[config.mk]
export PLATFORM = sky130hd
export DESIGN_NAME = complex_mul_hs
export DESIGN_NICKNAME = d
export VERILOG_FILES = /design/src/rtl/complex_mul_pkg.sv /design/src/rtl/cmul_shared_mult.sv /design/src/rtl/complex_mul_hs.sv
export SDC_FILE = /design/constraint.sdc
export NUM_CORES = 1
export LEC_CHECK = 0
export CAP_MARGIN = 40
export CORE_ASPECT_RATIO = 1.75
export CORE_MARGIN = 4
export CORE_UTILIZATION = 52
export CTS_CLUSTER_DIAMETER = 200
export DETAILED_ROUTE_END_ITERATION = 12
export GPL_ROUTABILITY_DRIVEN = 0
export GPL_TIMING_DRIVEN = 0
export HOLD_SLACK_MARGIN = 0.1
export PLACE_DENSITY_LB_ADDON = 0.1
export REMOVE_ABC_BUFFERS = 1
export SLEW_MARGIN = 20
export SYNTH_ARGS = -nofsm -noshare
export SYNTH_HDL_FRONTEND = slang
export SYNTH_SLANG_ARGS = --single-unit
[constraint.sdc]
create_clock -name clk -period 8.3 [get_ports clk]
set_input_delay 1.245 -clock clk [delete_from_list [all_inputs] [get_ports clk]]
set_output_delay 1.245 -clock clk [all_outputs]
set_load 0.005 [all_outputs]
[src/rtl/complex_mul_pkg.sv]
// complex_mul_pkg: shared types, widths and elaboration checks for the handshaked complex multiplier
package complex_mul_pkg;
  typedef enum logic [2:0] {IDLE, M1, M2, M3, DONE} state_e;
  localparam int DEF_IN_W = 8;
  localparam int DEF_SUM_W = DEF_IN_W + 1;
  localparam int DEF_PROD_W = 2 * DEF_IN_W + 2;
  function automatic int sum_w(input int in_w);
    return in_w + 1;
  endfunction
  function automatic int prod_w(input int in_w);
    return 2 * in_w + 2;
  endfunction
  function automatic bit out_w_ok(input int in_w, input int out_w);
    return in_w >= 4 && in_w <= 24 && out_w >= 2 * in_w + 2;
  endfunction
endpackage

[src/rtl/cmul_shared_mult.sv]
// cmul_shared_mult: single signed multiplier with operand mux selecting which 3-product term to form
module cmul_shared_mult #(
  parameter int SW = 9,
  parameter int PW = 18
) (
  input  logic [1:0]           sel_i,
  input  logic signed [SW-1:0] ar_i,
  input  logic signed [SW-1:0] ai_i,
  input  logic signed [SW-1:0] br_i,
  input  logic signed [SW-1:0] bi_i,
  output logic signed [PW-1:0] p_o
);
  logic signed [SW-1:0] x, y;
  // sel 0: ar*(br+bi), 1: (ar+ai)*bi, 2/3: (ai-ar)*br; every sum fits SW bits exactly
  always_comb begin
    x = sel_i == 2'd0 ? ar_i : sel_i == 2'd1 ? ar_i + ai_i : ai_i - ar_i;
    y = sel_i == 2'd0 ? br_i + bi_i : sel_i == 2'd1 ? bi_i : br_i;
    p_o = PW'(x) * PW'(y);
  end
endmodule

[src/rtl/complex_mul_hs.sv]
// complex_mul_hs: valid/ready complex multiplier (A*B or A*conj(B)) iterating one multiplier over three cycles
module complex_mul_hs
  import complex_mul_pkg::*;
#(
  parameter int IN_W  = 8,
  parameter int OUT_W = 2 * IN_W + 3
) (
  input  logic                    clk,
  input  logic                    rst,
  input  logic                    in_valid,
  output logic                    in_ready,
  input  logic signed [IN_W-1:0]  ar,
  input  logic signed [IN_W-1:0]  ai,
  input  logic signed [IN_W-1:0]  br,
  input  logic signed [IN_W-1:0]  bi,
  input  logic                    conj_i,
  output logic                    out_valid,
  input  logic                    out_ready,
  output logic signed [OUT_W-1:0] pr,
  output logic signed [OUT_W-1:0] pi,
  output logic                    busy
);
  localparam int SW = sum_w(IN_W);
  localparam int PW = prod_w(IN_W);
  if (!out_w_ok(IN_W, OUT_W)) begin : g_chk
    $error("complex_mul_hs: IN_W must be 4..24 and OUT_W >= 2*IN_W+2");
  end
  state_e state_q, state_d;
  logic signed [SW-1:0] ar_q, ar_d, ai_q, ai_d, br_q, br_d, bie_q, bie_d;
  logic signed [PW-1:0] d1_q, d1_d, d2_q, d2_d, p, re, im;
  logic signed [OUT_W-1:0] pr_q, pr_d, pi_q, pi_d;
  logic ov_q, ov_d, accept;
  logic [1:0] sel;
  cmul_shared_mult #(.SW(SW), .PW(PW)) u_mult (
    .sel_i(sel), .ar_i(ar_q), .ai_i(ai_q), .br_i(br_q), .bi_i(bie_q), .p_o(p)
  );
  assign in_ready  = ~rst & (state_q == IDLE | (state_q == DONE & out_ready));
  assign accept    = in_valid & in_ready;
  assign out_valid = ov_q;
  assign pr        = pr_q;
  assign pi        = pi_q;
  assign busy      = state_q != IDLE;
  // conj negation is done at SW bits so negating the most negative input cannot wrap
  always_comb begin
    sel = state_q == M2 ? 2'd1 : state_q == M3 ? 2'd2 : 2'd0;
    re = d1_q - d2_q;
    im = d1_q + p;
    state_d = accept ? M1 : state_q == M1 ? M2 : state_q == M2 ? M3 : state_q == M3 ? DONE :
              (state_q == DONE && out_ready) ? IDLE : state_q;
    ar_d = accept ? SW'(ar) : ar_q;
    ai_d = accept ? SW'(ai) : ai_q;
    br_d = accept ? SW'(br) : br_q;
    bie_d = accept ? (conj_i ? -SW'(bi) : SW'(bi)) : bie_q;
    d1_d = state_q == M1 ? p : d1_q;
    d2_d = state_q == M2 ? p : d2_q;
    pr_d = state_q == M3 ? OUT_W'(re) : pr_q;
    pi_d = state_q == M3 ? OUT_W'(im) : pi_q;
    ov_d = state_q == M3 ? 1'b1 : (state_q == DONE && out_ready) ? 1'b0 : ov_q;
  end
  always_ff @(posedge clk or posedge rst) begin
    if (rst) begin
      state_q <= IDLE;
      ar_q <= '0;
      ai_q <= '0;
      br_q <= '0;
      bie_q <= '0;
      d1_q <= '0;
      d2_q <= '0;
      pr_q <= '0;
      pi_q <= '0;
      ov_q <= 1'b0;
    end else begin
      state_q <= state_d;
      ar_q <= ar_d;
      ai_q <= ai_d;
      br_q <= br_d;
      bie_q <= bie_d;
      d1_q <= d1_d;
      d2_q <= d2_d;
      pr_q <= pr_d;
      pi_q <= pi_d;
      ov_q <= ov_d;
    end
  end
endmodule

==> results.ini <==
[outcome]
status=complete, no violations

[critical_path]
path_common_cell=inv_1
cp_top_family=adder cells
cpMaxStageDelayCell=fa_2
rrSetupSlack_ns=0.35
start_kind=flop
cp-end-kind=flop
reg2reg_depth=34

[yosys]
avgSynthCellArea_sq_um=9.17
yosys_area_sq_um=9840
async_flop_share=1.00
edf_count=0
ff_type=dfrtp_1
top_logic_kind=adder cells
yosysCellCount=1073
synth.cellmix.simpleShare=0.134
ys_sh_xor=0.0654

[final_timing]
relSlewSlack=0.439
skew_ns=0.00576
finalCriticalPeriod_ns=7.95
setup_viol=0
worst-slew-pin-transition_ns=0.842

[power_and_ir_drop]
p_leak_nw=5.72
pwr_density_cell_nw_per_um2=133

[worst_hold_path]
hp-class=reg2reg
hold_start=pr[12]$_DFFE_PP0P_

[route]
antenna_left=0
wl_met3_microns=408
vias_per_cell=5.29
drt_first_pass_iters=5

[placed_design]
dp_hpwl_mm=15.8
placed_area_sq_um=10900

[final_layout]
fin_area_sq_um=11700
drive_gt1_frac=0.124
logic_area_sq_um=6730

[clock_tree]
cts_htree_levels=3
holdBufCountCts=0
clock_latency_ns=0.36
cts_tree=built
path_clk_slew_ns=0.07
cts_setup_buffers=6

[global_route]
grt_start_max_net_pins=76

[floorplanning]
die_w_microns=112
chip_area_sq_um=21300
fp-row-count=66

[run]
tool_warnings=25

==> layer usage <==
layer,global-route usage,vias to the layer above
met5,0,-
met4,0.0671,0
met3,0.0201,34
met2,0.401,96
met1,0.202,3583
li1,-,3765
==> report_power, final <==
part	internal [mW]	leakage, nW	total [mW]	switching [mW]
clock	0.244	0.150	0.453	0.209
combinational	0.252	4.07	0.558	0.306
sequential	0.537	1.49	0.544	0.00705
total	1.03	5.72	1.55	0.521
==> sequential cells by signal (all words and copies together), names as in the netlist <==
register and flops:
ai_q 8, ar_q 8, bie_q 9, br_q 8, d1_q 18, d2_q 18, out_valid 1, pi 18
pr 18, state_q 3
==> cells in the mapped netlist, drive strengths merged (3+ instances only) <==
cell type	instances	area [sq um]
ha	92	1150
nand2	161	607
mux2	34	383
a21oi	54	285
a31oi	5	31.3
nand3	10	50.1
o21ai	99	507
nand2b	16	100
xor2	28	245
dfrtp	109	2730
nor4	4	25.0
nor2	45	169
nor3	15	75.1
a211o	3	27.5
and3	4	26.3
o211ai	4	35.0
o21bai	14	109
o31ai	7	52.6
a21o	14	106
inv	126	473
and2	7	43.8
o21a	9	67.6
fa	72	1440
mux2i	14	140
a211oi	6	55.1
xnor2	42	375
nor2b	19	119
buf	10	53.8
or3	7	43.8
clkbuf	21	78.8
==> cells in the final DEF (no fill, tap or decap), types with 14 or more instances in the layout <==
| master | count |
|---|---|
| nand2_1 | 155 |
| inv_1 | 123 |
| dfrtp_1 | 106 |
| ha_1 | 83 |
| clkdlybuf4s50_1 | 77 |
| fa_1 | 70 |
| o21ai_0 | 66 |
| nor2_1 | 44 |
| a21oi_1 | 43 |
| xnor2_1 | 40 |
| mux2_2 | 33 |
| buf_4 | 32 |
| o21ai_1 | 29 |
| xor2_1 | 28 |
| nor2b_1 | 16 |
| nand2b_1 | 15 |
| nor3_1 | 14 |
| mux2i_1 | 14 |
==> cell type report <==
class	instances	share of cell area
Inverter	126	0.0413
Tap cell	238	0.0255
Timing Repair Buffer	115	0.0960
Clock buffer	11	0.0208
Clock inverter	5	0.00494
Sequential cell	109	0.234
Multi-Input combinational cell	809	0.577
==> worst register-to-register path: cells and delay by family, from the launching register on <==
kind | cells | cell delay (ns)
AND/OR/NAND/NOR | 7 | 0.88
AND-OR/OR-AND | 9 | 1.63
XOR/XNOR | 4 | 0.76
flip-flops | 1 | 0.48
buffers and inverters | 6 | 0.56
adder cells (fa/ha/maj) | 8 | 3.56
==> per-stage QoR <==
| stage | setup slack [ns] | power [mW] | setup TNS [ns] | hold WS (ns) | cells |
|---|---|---|---|---|---|
| 2_1_floorplan | -0.402 | 0.944 | -2.03 | 0.450 | 1042 |
| 3_3_place_gp | -1.95 | 1.04 | -29.01 | 0.460 | 1357 |
| 3_5_place_dp | -0.908 | 1.06 | -5.69 | 0.469 | 1362 |
| 4_1_cts | 0.0126 | 1.52 | 0 | 0.486 | 1385 |
| 5_1_grt | -0.0674 | 1.67 | -0.0674 | 0.503 | 1413 |
| 6_report | 0.345 | 1.55 | 0 | 0.477 | 1413 |
Fig. 1: cells coloured by class
Scale: 3 px per micron. Fill, decap, tap and diode cells in grey.
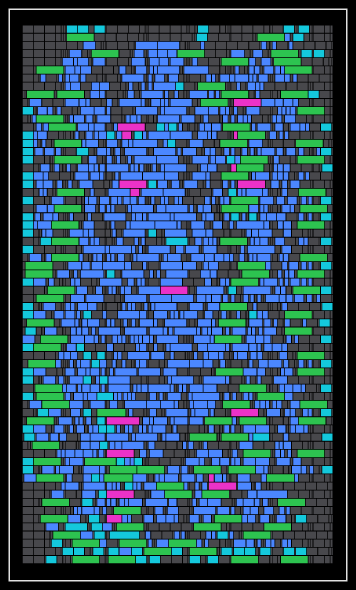
colour	class	cells
cyan	other buffers and delay cells	115
green	flops	109
magenta	clock drivers and dummy loads	16
blue	combinational and other logic	935

Fig. 2: routing congestion map
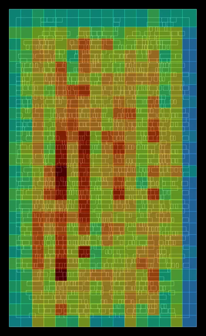
WL/cell: 14.6 microns
M2 GR Usage: 0.401
fin util: 0.628
total track usage: 0.196

Power figures rest on the tool's default switching activity, not on a simulated workload.
